==> src/rtl/delay_rx_buffer.sv <==
// delay_rx_buffer: receive end of a fixed-latency delay-line pipeline.
// Issues credits, checks arrival timing and buffers results in a FWFT FIFO.
//
// Ports:
//   clk, rst        clock and synchronous active-high reset
//   issue           producer injects one item; counted only when can_issue
//   can_issue       a credit is available (registered, no path from dout_ready)
//   din_valid, din  pipeline output, expected exactly DELAY cycles after issue
//   dout_valid      FIFO head valid
//   dout            FIFO head data
//   dout_ready      consumer accepts head
//   count           FIFO occupancy
//   err_credit      sticky: issue seen while can_issue was low
//   err_unexpected  sticky: din_valid differed from the expected arrival
//   err_overflow    sticky: din_valid while FIFO full and not popping
module delay_rx_buffer #(
    parameter int WIDTH = 1,
    parameter int DELAY = 1,
    parameter int DEPTH = 4
) (
    input  logic                       clk,
    input  logic                       rst,
    input  logic                       issue,
    output logic                       can_issue,
    input  logic                       din_valid,
    input  logic [WIDTH-1:0]           din,
    output logic                       dout_valid,
    output logic [WIDTH-1:0]           dout,
    input  logic                       dout_ready,
    output logic [$clog2(DEPTH+1)-1:0] count,
    output logic                       err_credit,
    output logic                       err_unexpected,
    output logic                       err_overflow
);

    localparam int CW = $clog2(DEPTH + 1);
    localparam int PW = (DEPTH > 1) ? $clog2(DEPTH) : 1;
    localparam logic [CW-1:0] FULL = CW'(DEPTH);
    localparam logic [PW-1:0] LAST = PW'(DEPTH - 1);

    logic [CW-1:0]    credits;
    logic [DELAY:1]   exp_sr;
    logic [WIDTH-1:0] mem [DEPTH];
    logic [PW-1:0]    rd_ptr;
    logic [PW-1:0]    wr_ptr;
    logic             acc;
    logic             pop;
    logic             full;
    logic             push_acc;

    // Pointers wrap at DEPTH so non-power-of-two depths work.
    function automatic logic [PW-1:0] wrap_inc(input logic [PW-1:0] p);
        return (p == LAST) ? '0 : p + 1'b1;
    endfunction

    assign can_issue  = (credits != '0);
    assign acc        = issue & can_issue;
    assign dout_valid = (count != '0);
    assign pop        = dout_valid & dout_ready;
    assign full       = (count == FULL);
    // A full FIFO can still take a push when the head leaves on the same edge.
    assign push_acc   = din_valid & (~full | pop);
    assign dout       = mem[rd_ptr];

    // Credits track free FIFO slots not yet claimed by in-flight items;
    // a popped slot only becomes issuable on the following cycle.
    always_ff @(posedge clk) begin
        if (rst) begin
            credits <= FULL;
        end else begin
            credits <= credits - CW'(acc) + CW'(pop);
        end
    end

    // exp_sr[k] is high when an item accepted k cycles ago is in the pipe.
    always_ff @(posedge clk) begin
        if (rst) begin
            exp_sr <= '0;
        end else begin
            exp_sr[1] <= acc;
            for (int k = 2; k <= DELAY; k++) begin
                exp_sr[k] <= exp_sr[k-1];
            end
        end
    end

    always_ff @(posedge clk) begin
        if (rst) begin
            for (int i = 0; i < DEPTH; i++) begin
                mem[i] <= '0;
            end
        end else if (push_acc) begin
            mem[wr_ptr] <= din;
        end
    end

    always_ff @(posedge clk) begin
        if (rst) begin
            rd_ptr <= '0;
            wr_ptr <= '0;
            count  <= '0;
        end else begin
            if (pop) begin
                rd_ptr <= wrap_inc(rd_ptr);
            end
            if (push_acc) begin
                wr_ptr <= wrap_inc(wr_ptr);
            end
            count <= count + CW'(push_acc) - CW'(pop);
        end
    end

    always_ff @(posedge clk) begin
        if (rst) begin
            err_credit     <= 1'b0;
            err_unexpected <= 1'b0;
            err_overflow   <= 1'b0;
        end else begin
            if (issue & ~can_issue) begin
                err_credit <= 1'b1;
            end
            if (din_valid != exp_sr[DELAY]) begin
                err_unexpected <= 1'b1;
            end
            if (din_valid & full & ~pop) begin
                err_overflow <= 1'b1;
            end
        end
    end

endmodule

==> config.mk <==
export PLATFORM = sky130hd
export DESIGN_NAME = delay_rx_buffer
export DESIGN_NICKNAME = d
export VERILOG_FILES = /design/src/rtl/delay_rx_buffer.sv
export SDC_FILE = /design/constraint.sdc
export NUM_CORES = 1
export LEC_CHECK = 0
export CORE_MARGIN = 2
export CORE_UTILIZATION = 25
export DETAILED_ROUTE_END_ITERATION = 8
export PLACE_DENSITY = 0.45
export SYNTH_ARGS = -nofsm -noshare
export SYNTH_HDL_FRONTEND = slang
export SYNTH_SLANG_ARGS = --single-unit
==> constraint.sdc <==
create_clock -name clk -period 2.93 [get_ports clk]
set_input_delay 0.586 -clock clk [delete_from_list [all_inputs] [get_ports clk]]
set_output_delay 0.586 -clock clk [all_outputs]
set_load 0.1 [all_outputs]
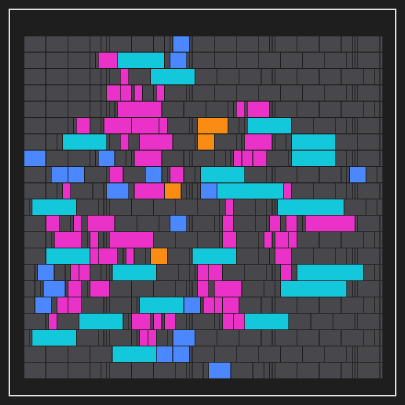
**Above:** run 1 (cells colored by class).
Scale: 6 px per um. Fill, decap, tap and diode cells in gray.
Key: cyan = flops [cells 20, share of their area 40%]; orange = clock drivers and dummy loads [cells 4, share of their area 3.3%]; blue = other buffers and delay cells [cells 19, share of their area 14%]; magenta = combinational and other logic [cells 66, share of their area 42%]

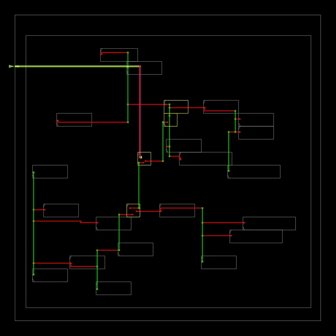
**Above:** run 1 (clock routing).
flip-flops: 20
Late-Pin Clk Latency: 0.29 ns
total clock network power: 159 uW

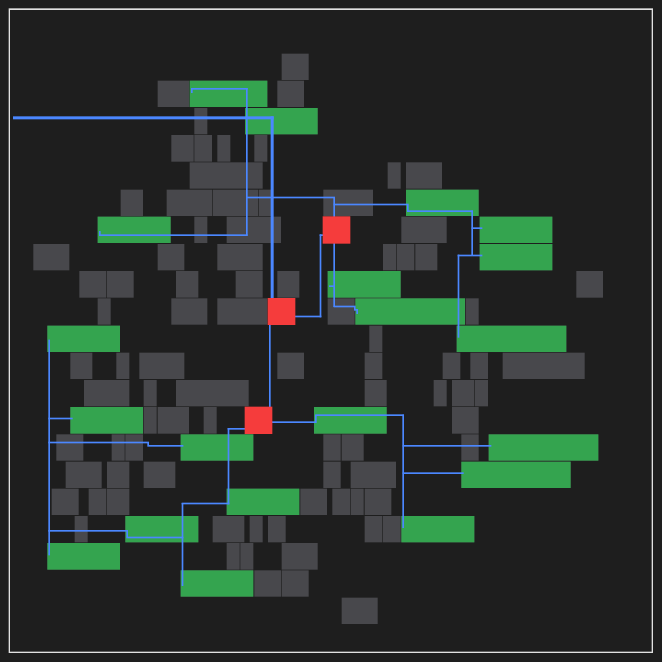
**Above:** run 1 (clock wires, drivers and flops).
Scale: 10 px per um.
Key: green = flip-flops [count 20]; red = clock drivers [count 3]; blue = clock wires [length 274 um]
There are 4 routed clock nets.

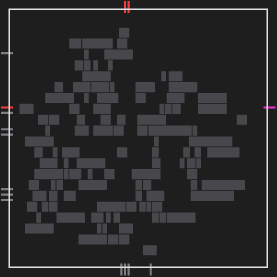
**Above:** run 1 (pin map).
Scale: 4 px per um. Pins as bars across the die edge, other pins in gray.
Key: magenta = dout [pins 1, direction output, edge east]; red = count [pins 3, direction output, edge 2 north, 1 west]
All pins by edge: 8 west, 4 south, 2 north, 1 east.

==> run 1: power by group <==
| part | switching [uW] | total [uW] | internal, uW |
|---|---|---|---|
| Clock | 83.0 | 159 | 75.7 |
| Sequential | 61.0 | 407 | 346 |
| Combinational | 416 | 598 | 183 |
==> run 1: worst min-delay path by stage <==
stage | startpoint | end | depth (start not counted)
final | err_unexpected | err_unexpected | 2
after global routing | err_unexpected | err_unexpected | 2
after CTS | err_unexpected | err_unexpected | 2
after detailed placement | err_unexpected | err_unexpected | 2
after global placement | err_overflow | err_overflow | 2
after floorplan | rd_ptr[0] | flip-flop | 2
==> run 1: registers in the layout, summed over array words and instances (netlist names), named ones only <==
signal,count
err_overflow,1
count,3
mem,4
err_unexpected,1
wr_ptr,2
err_credit,1
credits,3
rd_ptr,2
exp_sr,1
==> impl_metrics.py, run 1 <==
# Physical implementation metrics
metrics = {
    "drt": {
        "met3_length_um": 91,
    },
    "clock_tree": {
        "cts_tree": "yes",
        "clkTransAtPathRegs_ns": 0.11,
        "ctsHtreeMaxLevel": 1,
    },
    "finish": {
        "logic_gates": 57,
        "fillers": 392,
        "final-nonclk-buf-share_pct": 13.5,
    },
    "global_route": {
        "antenna_found_initial": 0,
    },
    "timing": {
        "maxSlewViolCount": 0,
        "setup_ws_ns": 0.288,
        "period_used_pct": 90.2,
    },
    "worst_setup_path": {
        "slowest_delay_ns": 0.50,
        "critPathBufInv": 3,
        "worstSetupPathType": "primary input to flip-flop",
        "endpoint_kind": "flip-flop",
        "r2r-start": "count[1]",
    },
    "run": {
        "tool_warnings": 26,
    },
    "placement": {
        "dp.cells": 151,
    },
    "floorplan": {
        "well_tap_count": 46,
    },
    "outcome": {
        "outcome": "finished, final reports clean",
    },
    "synthesis": {
        "synthCells": 87,
        "synth_top_cell_by_area": "dfxtp_1",
        "synthesis.nets": 101,
        "ys_sh_mux_pct": 3.60,
    },
}
==> run 2: changes to the inputs <==
ABC_AREA = 1   (was unset)
PLACE_DENSITY = 0.44   (was 0.45)
SETUP_SLACK_MARGIN = 0.4   (was unset)
SKIP_CTS_REPAIR_TIMING = 1   (was unset)
==> run 2 against run 1 <==
Against the previous run:
- first-iteration DRC count increased to 4.3 times the previous value
- sequential cell count stayed put
- design area increased by 5.7%
- sequential power rose by 2%
- non-clock buffer count down 4
- die size rose by 9.3%
- fmax increased by 14%
==> impl_metrics.py, run 2 <==
# Physical implementation metrics
metrics = {
    "clock_tree": {
        "clockBufferDepth": 2,
        "clkTransAtPathRegs_ns": 0.07,
        "cts_tree": "yes",
    },
    "finish": {
        "signal_buffers": 15,
        "final-nonclk-buf-share_pct": 10.3,
        "logic_gates": 65,
        "top_register": "mem",
        "final_util_pct": 32.5,
        "flops": 20,
        "fillers": 419,
        "reg_top3": "mem x4, count x3, credits x3",
    },
    "global_route": {
        "antenna_found_initial": 0,
        "grt.overflow.total": 0,
    },
    "synthesis": {
        "synth-async-reset-ratio_pct": 0,
        "synthCells": 106,
        "synth_top_cell_by_area": "dfxtp_1",
    },
    "drt": {
        "met3_length_um": 83,
        "m1WireLength_um": 845,
    },
    "timing": {
        "finalCriticalPeriod_ns": 2.31,
        "maxSlewViolCount": 0,
        "period_used_pct": 79.0,
        "setup_viol": 0,
        "setup_ws_ns": 0.617,
    },
    "placement": {
        "dp.cells": 167,
    },
    "outcome": {
        "outcome": "finished, final reports clean",
    },
    "worst_setup_path": {
        "endpoint_kind": "flip-flop",
        "slowest_delay_ns": 0.55,
        "critPathBufInv": 3,
        "worstSetupPathType": "primary input to flip-flop",
    },
    "hold_path": {
        "hp-class": "flip-flop to flip-flop",
    },
    "floorplan": {
        "fp_util_pct": 26.6,
    },
    "run": {
        "tool_warnings": 27,
    },
}
## run 2: kinds of logic after synthesis
logic type	synth area share, %
AND/OR/NAND/NOR	25.7
XOR/XNOR	2.64
adder cells (fa/ha/maj)	11.6
AND-OR/OR-AND	6.79
buffers and inverters	9.06
flip-flops	44.3
## run 2: path summary, 6_finish.rpt
path / cells after the start / startpoint / slack, ns / end
max: 10 / dout_ready / 0.62 / count[1]
min: 2 / err_credit / 0.46 / err_credit
max reg2reg: 9 / credits[1] / 0.96 / credits[2]
min reg2reg: 2 / err_credit / 0.46 / err_credit
## run 2: where the power goes
| part | switching, uW | internal, uW | total (uW) | leakage, uW |
|---|---|---|---|---|
| Combinational | 503 | 183 | 686 | 0.000343 |
| Clock | 84.7 | 91.5 | 176 | 0.0000216 |
| Sequential | 60.7 | 356 | 417 | 0.000175 |
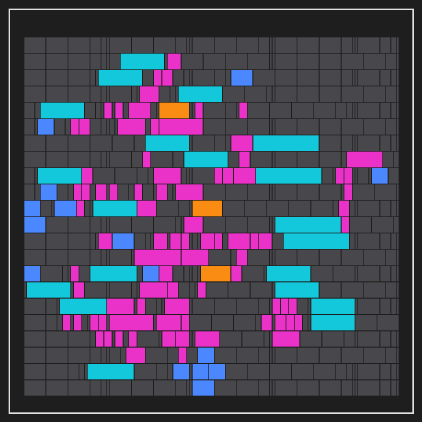
**Above:** run 2 (cells colored by class).
Scale: 6 px per um. Fill, decap, tap and diode cells in gray.
Key: blue = other buffers and delay cells [cells 15, share of their area 11%]; orange = clock drivers [cells 3, share of their area 3.6%]; cyan = flops [cells 20, share of their area 38%]; magenta = combinational and other logic [cells 84, share of their area 47%]

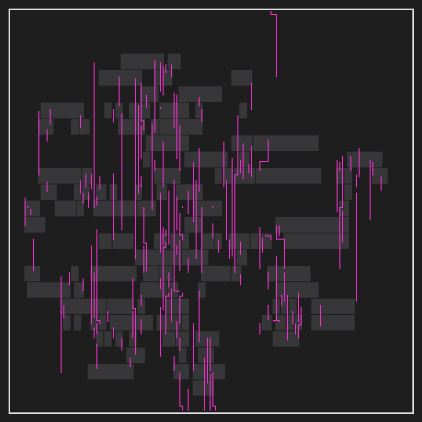
**Above:** run 2 (metal 2).
Scale: 6 px per um.
The layer holds 46% of the routed length. 111 nets have wire on it.

Power figures rest on the tool's default switching activity, not on a simulated workload.
